PDN straps and rails:
The bar under the picture is 100 microns long. Pins as bars on the die edge.
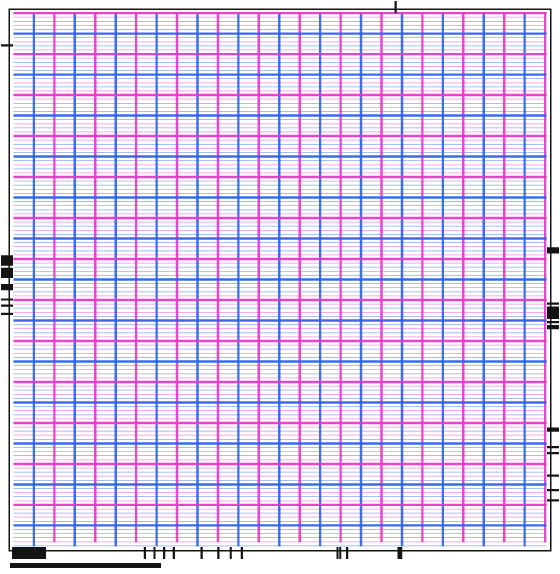
Cells coloured by class:
The bar under the picture is 100 microns long.
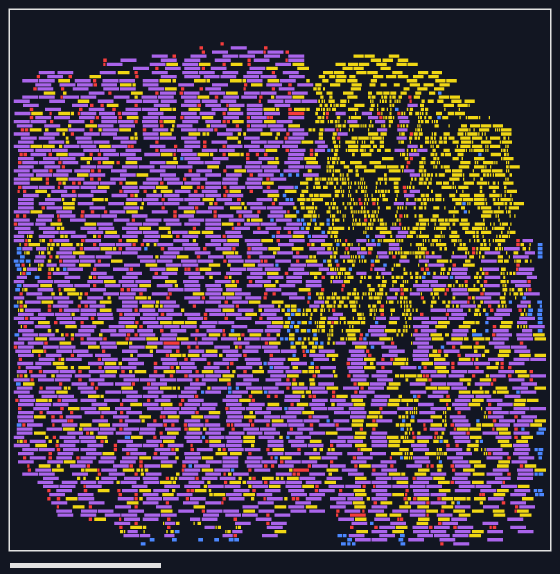
==> config.mk <==
export PLATFORM = sky130hd
export DESIGN_NAME = conv_acc_mmio
export DESIGN_NICKNAME = d
export VERILOG_FILES = /design/src/rtl/conv_acc_mmio.sv
export SDC_FILE = /design/constraint.sdc
export NUM_CORES = 2
export LEC_CHECK = 0
export CORE_MARGIN = 2
export CORE_UTILIZATION = 50
export CTS_BUF_LIST = sky130_fd_sc_hd__clkbuf_4
export CTS_CLUSTER_DIAMETER = 30
export DETAILED_ROUTE_END_ITERATION = 7
export GPL_TIMING_DRIVEN = 1
export PLACE_DENSITY = 0.64
export SLEW_MARGIN = 20
export SYNTH_ARGS = -nofsm -noshare
export SYNTH_HDL_FRONTEND = slang
export SYNTH_SLANG_ARGS = --single-unit
==> constraint.sdc <==
create_clock -name clk -period 12 [get_ports clk]
set_clock_uncertainty 0.2 [all_clocks]
set_input_delay 1.2 -clock clk [delete_from_list [all_inputs] [get_ports clk]]
set_output_delay 1.2 -clock clk [all_outputs]
set_load 0.05 [all_outputs]
==> Changelog: implementation <==
## Implementation

- Number of DRC violations after detailed routing: 0
- Most instantiated flip-flop cell in the synthesis netlist: sky130_fd_sc_hd__edfxtp_1
- Synth Seq Share: 0.6555
- Skew-Pair Late Insertion Delay: between 1 and 1.5 ns
- Die area: about 130000 sq um
- Setup TNS after final layout: 0 ns
- Antenna-violating nets left: 0
- Gr ovfl total: 0
- Slew HR: 0.1819
- Slowest-stage cell, CP: sky130_fd_sc_hd__fa_4
- Buffer type at the clock tree root: sky130_fd_sc_hd__clkbuf_4
- Total power consumption of the routed design: 14.09 mW
- Number of synthesized register bits: around 1400
- Netlist area before placement: approximately 63000 sq um
- Number of levels in the clock H-tree: 5
- Cell total after placement: 5151
- Total of fill cells in the finished design: 9735
- Clock-pin slew reported for the worst setup and hold paths after clock tree synthesis: ~0.060 ns
- Vias in the first global route: roughly 36000
- GR Util met2: 0.4118
- Max Cap Violations: 0
- Arrival time worst endpoint: around 11 ns
- Number of setup buffers added after CTS: 0
- Gpl congestion: approximately 0.84
- Clock tree sinks: around 1400
- FMAX: between 100 and 150 MHz
- Area added between synthesis and finish: 12.12%
- Number of hold buffers added after cts: 0
- Type of the tightest min-delay check: in -> reg
- Number of failing setup endpoints in the final timing report: 0
- Global-route wire length before repair: between 200 and 250 mm
- Worst endpoint required time: between 10 and 15 ns
- Cell type with the highest aggregate area in the netlist: sky130_fd_sc_hd__edfxtp_1
- Least-Margin Pin Slew: approximately 1.2 ns
- Buffers added on ports: 51
- Final critical delay including setup and external delays: 9.629 ns
- Non-filler instance count after layout: just under 6000
- Number of flops mapped to enable cells by yosys: around 1300
- Synthesis warning total: 0
- Layer with the highest usage: met2
- Resize count post-CTS: 0
- Estimated wirelength of the detail-placed design: about 91 mm
- Result of the run: finished, final reports clean
- Count of distinct cell types in the synthesized netlist: approximately 76
- Fraction of final layout cells with drive strength greater than 1: 0.2963
- Critical path start-end classification: reg -> reg
- OpenROAD warnings: 60
About 'PDN straps and rails':
legend:
  magenta:
    net: VDD
  blue:
    net: VSS
met5 straps: 26
signal pins: 76
floorplan die height: 358.4 microns
placeable core region: 125100 sq um
Max rail drop VDD: 0.0001999 V
Die Wd: 358.4 microns

About 'cells coloured by class':
legend:
  yellow:
    class: all other logic
    cells: 1937
  blue:
    class: other buffers and delay cells
    cells: 164
  red:
    class: clock drivers and dummy loads
    cells: 630
  purple:
    class: flip-flops
    cells: 1400
final std cell area, no fill: 70410 sq um
Core Util, Final: 0.5629
placement row count: 130

through the flow:
| stage | cell area, sq um | hold slack (ns) |
|---|---|---|
| 2_1_floorplan | 62820 | 0.2452 |
| 3_3_place_gp | 65810 | 0.2566 |
| 3_5_place_dp | 65810 | 0.2628 |
| 4_1_cts | 70350 | 0.05729 |
| 5_1_grt | 70400 | 0.1100 |
| 6_report | 70410 | 0.1637 |
cell usage after synthesis, drive strengths merged, types with 35 or more instances:
cell    instances
dfxtp          88
o21ai          71
a21oi          84
ha             83
nand3          35
nand2         130
edfxtp       1312
fa            138
and2           35
mux4          419
inv           132
clkbuf        127
a22oi         186
buf            76
mux2i          54
nand4          42
nor2          209
a21o           47
per-layer routing:
metal  routed length, microns  up-vias  share of wire
li1                         -    15080              -
met1                    67760    18610           0.41
met2                    79150     1905           0.48
met3                    15460      268          0.093
met4                     4117        0          0.025
met5                        0        -              0
critical path: cells and delay by family, from the launching register on:
kind,cells,cell delay (ns)
compound gates,7,1.87
xor+xnor,1,0.17
fa+ha+maj,8,4.06
buf+inv,5,0.56
flops,1,0.55
mux,3,1.73
simple gates,2,0.34
kinds of logic after synthesis:
| logic type | after synthesis | synth area share |
|---|---|---|
| muxes | 486 | 0.1612 |
| and+or+nand+nor | 560 | 0.04198 |
| AOI/OAI and AO/OA | 486 | 0.05290 |
| DFF | 1400 | 0.6555 |
| xor gates and xnor gates | 42 | 0.005858 |
| adders and majority gates | 221 | 0.06053 |
| buffers and inverters | 337 | 0.02200 |
| other | 1 | 0.00005972 |
power by group:
part	internal (mW)	leakage, nW	switching, mW	total, mW
clock network	2.14	2.74	1.89	4.03
logic	1.78	8.52	2.63	4.41
registers	5.59	12.2	0.0649	5.65
area by class of cell:
cell class | instances | area, sq um | area share
flip-flops and latches | 1400 | 41160 | 0.5846
clock buffers | 542 | 4069 | 0.05779
multi-input cells | 1803 | 20740 | 0.2946
diodes | 9 | 22.52 | 0.0003199
clock inverters | 88 | 465.4 | 0.006611
repair buffers | 164 | 1378 | 0.01957
inverters | 134 | 503.0 | 0.007144
well taps | 1650 | 2064 | 0.02932
Power is estimated from default activity; no workload was simulated.
